## src/rtl/mcalu.sv

```systemverilog
// Multi-cycle accumulator ALU: single-cycle logic ops, iterative shift-add MUL and restoring DIV.
// Optional build macro MCALU_SAT_EN: saturating ADD/SUB that still load the accumulator.
module mcalu #(
    parameter int WIDTH = 16
) (
    input  logic                 clock,
    input  logic                 reset,
    input  logic                 start,
    input  logic [4:0]           opcode,
    input  logic                 src_acc,
    input  logic [WIDTH-1:0]     a,
    input  logic [WIDTH-1:0]     b,
    output logic                 busy,
    output logic                 done,
    output logic [2*WIDTH-1:0]   out,
    output logic                 err,
    output logic [WIDTH-1:0]     acc_out
);

    localparam int CW = $clog2(WIDTH);

    localparam logic [4:0] OP_CLR = 5'd0,  OP_NOT = 5'd1,  OP_SHR = 5'd2,  OP_SHL = 5'd3;
    localparam logic [4:0] OP_ADD = 5'd4,  OP_SUB = 5'd5,  OP_MUL = 5'd6,  OP_DIV = 5'd7;
    localparam logic [4:0] OP_AND = 5'd8,  OP_OR  = 5'd9,  OP_XOR = 5'd10, OP_NOP = 5'd11;

    typedef enum logic [1:0] {IDLE, RUN, DONE} state_t;

    state_t              state;
    logic [WIDTH-1:0]    acc;
    logic [WIDTH-1:0]    b_r;
    logic                is_div;
    logic [CW-1:0]       cnt;
    logic [2*WIDTH-1:0]  work;

    logic [WIDTH-1:0]    x;
    logic [WIDTH:0]      add_s, sub_d;
    logic [2*WIDTH-1:0]  res;
    logic                rerr, acc_ld, multi;

    assign acc_out = acc;
    assign x       = src_acc ? acc : a;
    assign add_s   = {1'b0, x} + {1'b0, b};
    assign sub_d   = {1'b0, x} - {1'b0, b};
    assign multi   = (opcode == OP_MUL) || (opcode == OP_DIV && b != '0);

    // Single-cycle result path; MUL and DIV with b!=0 never take it.
    always_comb begin
        res  = '0;
        rerr = 1'b0;
        case (opcode)
            OP_CLR: res = '0;
            OP_NOT: res = {{WIDTH{1'b0}}, ~x};
            OP_SHR: res = {{WIDTH{1'b0}}, 1'b0, x[WIDTH-1:1]};
            OP_SHL: res = {{WIDTH{1'b0}}, x[WIDTH-2:0], 1'b0};
            OP_ADD: begin
                res  = {{WIDTH{1'b0}}, add_s[WIDTH-1:0]};
                rerr = add_s[WIDTH];
`ifdef MCALU_SAT_EN
                if (add_s[WIDTH]) res = {{WIDTH{1'b0}}, {WIDTH{1'b1}}};
`endif
            end
            OP_SUB: begin
                res  = {{WIDTH{1'b0}}, sub_d[WIDTH-1:0]};
                rerr = sub_d[WIDTH];
`ifdef MCALU_SAT_EN
                if (sub_d[WIDTH]) res = '0;
`endif
            end
            OP_DIV: rerr = 1'b1;
            OP_AND: res = {{WIDTH{1'b0}}, x & b};
            OP_OR:  res = {{WIDTH{1'b0}}, x | b};
            OP_XOR: res = {{WIDTH{1'b0}}, x ^ b};
            OP_NOP: res = {{WIDTH{1'b0}}, acc};
            default: rerr = 1'b1;
        endcase
`ifdef MCALU_SAT_EN
        acc_ld = !rerr || opcode == OP_ADD || opcode == OP_SUB;
`else
        acc_ld = !rerr;
`endif
    end

    // work holds {product-high, multiplier} for MUL and {remainder, quotient} for DIV.
    logic [WIDTH:0]      mul_sum, top;
    logic [WIDTH-1:0]    diff;
    logic                ge;
    logic [2*WIDTH-1:0]  step;

    assign mul_sum = {1'b0, work[2*WIDTH-1:WIDTH]} + (work[0] ? {1'b0, b_r} : {(WIDTH+1){1'b0}});
    assign top     = work[2*WIDTH-1:WIDTH-1];
    assign ge      = top >= {1'b0, b_r};
    assign diff    = top[WIDTH-1:0] - b_r;
    assign step    = is_div ? (ge ? {diff, work[WIDTH-2:0], 1'b1} : {work[2*WIDTH-2:0], 1'b0})
                            : {mul_sum, work[WIDTH-1:1]};

    always_ff @(posedge clock or posedge reset) begin
        if (reset) begin
            state  <= IDLE;
            busy   <= 1'b0;
            done   <= 1'b0;
            out    <= '0;
            err    <= 1'b0;
            acc    <= '0;
            b_r    <= '0;
            is_div <= 1'b0;
            cnt    <= '0;
            work   <= '0;
        end else begin
            case (state)
                IDLE: if (start) begin
                    if (multi) begin
                        b_r    <= b;
                        is_div <= (opcode == OP_DIV);
                        work   <= {{WIDTH{1'b0}}, x};
                        cnt    <= '0;
                        busy   <= 1'b1;
                        state  <= RUN;
                    end else begin
                        out   <= res;
                        err   <= rerr;
                        if (acc_ld) acc <= res[WIDTH-1:0];
                        done  <= 1'b1;
                        state <= DONE;
                    end
                end
                RUN: begin
                    work <= step;
                    cnt  <= cnt + 1'b1;
                    if (cnt == CW'(WIDTH-1)) begin
                        out   <= step;
                        err   <= 1'b0;
                        acc   <= step[WIDTH-1:0];
                        busy  <= 1'b0;
                        done  <= 1'b1;
                        state <= DONE;
                    end
                end
                default: begin
                    done  <= 1'b0;
                    state <= IDLE;
                end
            endcase
        end
    end

endmodule

```

## config.mk

```make
export PLATFORM = sky130hd
export DESIGN_NAME = mcalu
export DESIGN_NICKNAME = d
export VERILOG_FILES = /design/src/rtl/mcalu.sv
export SDC_FILE = /design/constraint.sdc
export NUM_CORES = 1
export LEC_CHECK = 0
export CAP_MARGIN = 40
export CORE_MARGIN = 4
export CORE_UTILIZATION = 50
export DETAILED_ROUTE_END_ITERATION = 8
export PLACE_DENSITY = 0.74
export SYNTH_ARGS = -nofsm -noshare
export SYNTH_HDL_FRONTEND = slang
export SYNTH_SLANG_ARGS = --single-unit
```

## constraint.sdc

```tcl
create_clock -name clock -period 8.33 [get_ports clock]
set_clock_uncertainty 0.2 [all_clocks]
set_input_delay 1.666 -clock clock [delete_from_list [all_inputs] [get_ports clock]]
set_output_delay 1.666 -clock clock [all_outputs]
set_load 0.005 [all_outputs]
```

Fig. 1: cell classes on the final placement
Fill, decap, tap and diode cells in grey.
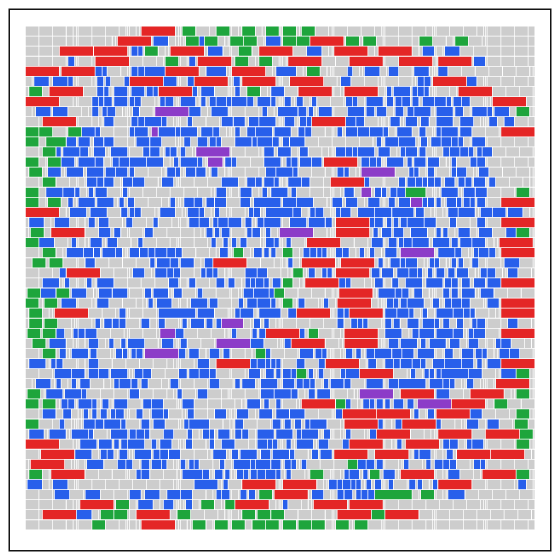
blue -> remaining logic cells  # cells 951, share of their area 62%
purple -> clock drivers and dummy loads  # cells 15, share of their area 2.7%
green -> remaining buffers and delay cells  # cells 107, share of their area 10%
red -> sequential cells  # cells 106, share of their area 25%

Fig. 2: routed metal per tile
The die is cut into 29 by 29 equal tiles; dark blue is low, red is high, scaled to the fullest tile. Values are wire area over tile area, all layers added.
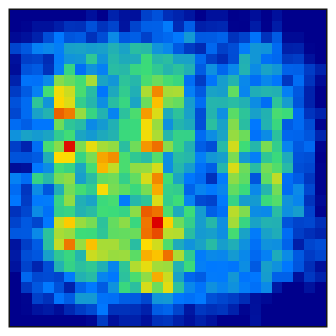
fullest tile = 0.80
mean over tiles = 0.25
tiles over half the peak = 19%
nearly empty tiles = 9.4%
densest ninth of the die = middle

==> summary.txt <==
flow finished, numbers: TritonRoute pass-1 iters 5, CTS root buffer clkbuf_16, Fin Setup TNS 0 ns, Core Area 18710 um^2, Routed Antenna Nets 0, final period utilization 69.38%, DRC errors left 0, Top Layout Cells dfrtp_1, nand2_1, o21ai_0, Clock Tree Buf Depth 2, maximum number of pins on one net before global-route repair just under 60, Syn Inst Count about 1100, Placement Setup Slack 2.368 ns, Fill cells about 1800, Mapped Avg Cell Area about 8.5 um^2, outcome complete, no violations, area grow syn2layout 14.71%, register share after synthesis 27.95%, CTS tree done, row cnt around 50, CP Capture Type flip-flop, Crit Path Class in2reg, startpoint types input port, Max VDD drop approximately 0.15 mV, RSZ-0062 raised after global routing no, hold depth 2, Post-synth ARST share 100.0%, CP Max Fanout 26, final setup violation count 0, Crit. path cell count 9, crit-path max cell delay 1.00 ns, Reg clk slew, reported paths approximately 0.080 ns, worst path arrival time roughly 5.8 ns, Psw between 1 and 1.5 mW, Slew Limit Fails 0, most used flip-flop cell dfrtp_1, Clk pwr share 16.5%, tool warnings slightly above 70, relative slew slack between 30 and 40%, synthesized flop and latch total roughly 110, Sequential Power Share just under 30%, total gr overflow 0, Comb pwr share a little over half, post-synthesis instance area about 9500 um^2, detailed placement HPWL 24.07 mm, post-synth cell types approximately 78, Reg area 2653 um^2, floorplan net count ~1300, pwr dens approximately 240 nW/um^2, min cycle time layout slightly below 6 ns, Via density around 6.3, EDFF count, synth 0, routed len/inst 22.48 um, fp_density 50.73%, YS warnings 0, layout cell share with drive strength beyond 1 8.482%, clk sinks about 110, Hold Slack 0.2835 ns, Die H about 150 um, IO Count roughly 92, All-Layer GR Usage between 20 and 30%, Die Size about 21000 um^2, fin worst setup slack about 2.6 ns, Multi-input gate area 6319 um^2, most frequent logic cell in the layout dfrtp_1, total routed wirelength about 32 mm, First DRT Iteration DRCs 819, HP Class reg2reg, CP required 8.38 ns, slowest CP cell clkdlybuf4s50_1, Latency at later pin 0.36 ns, htree depth 3, cts repair resizes 0, Num CTS Buffers 9, number of global-route vias before repair about 8600, port bufs roughly 91, Int Pwr around 1.5 mW, routed vias 8936
final cells by class:
| cell class | count | area share, % |
|---|---|---|
| clock buffer | 9 | 2.069 |
| multi-input combinational | 881 | 58.05 |
| timing repair buffer | 107 | 9.793 |
| clock inverter | 6 | 0.5517 |
| tap | 234 | 2.690 |
| sequential | 106 | 24.37 |
| inverter | 70 | 2.483 |
registers in the layout (all words and copies together), names as in the netlist:
register and count:
busy 1, acc_out 16, cnt 4, state 2
work 32, is_div 1, err 1, b_r 16
done 1, out 32
stage by stage:
step                cells  area [um^2]  total power, mW  utilization [%]
floorplan            1113         9489            1.789                -
global placement     1394        10540            2.128            56.32
detailed placement   1398        10600            2.174            56.67
CTS                  1413        10890            2.612            58.19
global route         1413        10890            2.793            58.19
finish               1413        10890            2.622            58.19
worst paths after layout:
path,from,to,slack [ns]
min in group asynchronous,reset,out[17],1.55
hold reg to reg,out[5],out[5],0.28
hold / removal,out[5],out[5],0.28
max in group asynchronous,reset,out[3],5.20
setup / recovery,opcode[0],acc_out[1],2.55
setup reg to reg,work[0],out[28],4.53
power groups by stage:
stage | combinational, mW | sequential [mW] | clock, mW
floorplan | 1.08 | 0.708 | 0
global placement | 1.36 | 0.768 | 0
detailed placement | 1.41 | 0.768 | 0
CTS | 1.41 | 0.760 | 0.439
global route | 1.56 | 0.778 | 0.458
finish | 1.43 | 0.762 | 0.432
metal layers:
| layer | vias to the layer above | GRT usage [%] | share of wire, % |
|---|---|---|---|
| met1 | 4276 | 38.73 | 43 |
| met4 | 0 | 12.16 | 3.9 |
| met5 | - | 0 | 0 |
| li1 | 4169 | - | - |
| met2 | 406 | 46.38 | 46 |
| met3 | 85 | 4.983 | 7.6 |
kinds of logic after synthesis:
kind of cell | Yosys count | synth area share [%]
simple gates | 297 | 14.99
fa+ha+maj | 98 | 13.24
flops | 106 | 27.95
buf+inv | 126 | 5.578
xor+xnor | 38 | 3.507
mux | 83 | 9.480
compound gates | 365 | 25.25
tightest hold or removal path, delay by kind of cell, from the launching register on:
kind,cells,cell delay [ns]
AND/OR/NAND/NOR,1,0.04
AND-OR/OR-AND,1,0.06
flip-flops,1,0.34
cell usage after synthesis (5+ instances only):
cell	number	share of area, %
clkbuf_1	44	1.7
o21ai_0	96	5.1
nor2b_1	9	0.59
nand4_1	6	0.40
a21o_1	27	2.1
or3_1	9	0.59
nor4_1	6	0.40
a211oi_1	11	0.87
nand2b_1	8	0.53
mux2_2	39	4.6
nor3_1	10	0.53
nor3b_1	5	0.40
inv_1	69	2.7
a21oi_1	77	4.1
xnor2_1	27	2.5
dfrtp_1	106	28
a22oi_1	14	1.1
nand2_1	102	4.0
a22o_1	9	0.83
and2_1	19	1.3
o211ai_1	17	1.3
ha_1	94	12
a221oi_1	13	1.2
a31oi_1	10	0.66
o21a_1	6	0.47
a222oi_1	5	0.53
o21bai_1	7	0.55
nand3_1	19	1.0
nor2_1	81	3.2
xor2_1	11	1.0
o22ai_1	24	1.6
mux2i_1	40	4.2
Power is estimated from default activity; no workload was simulated.
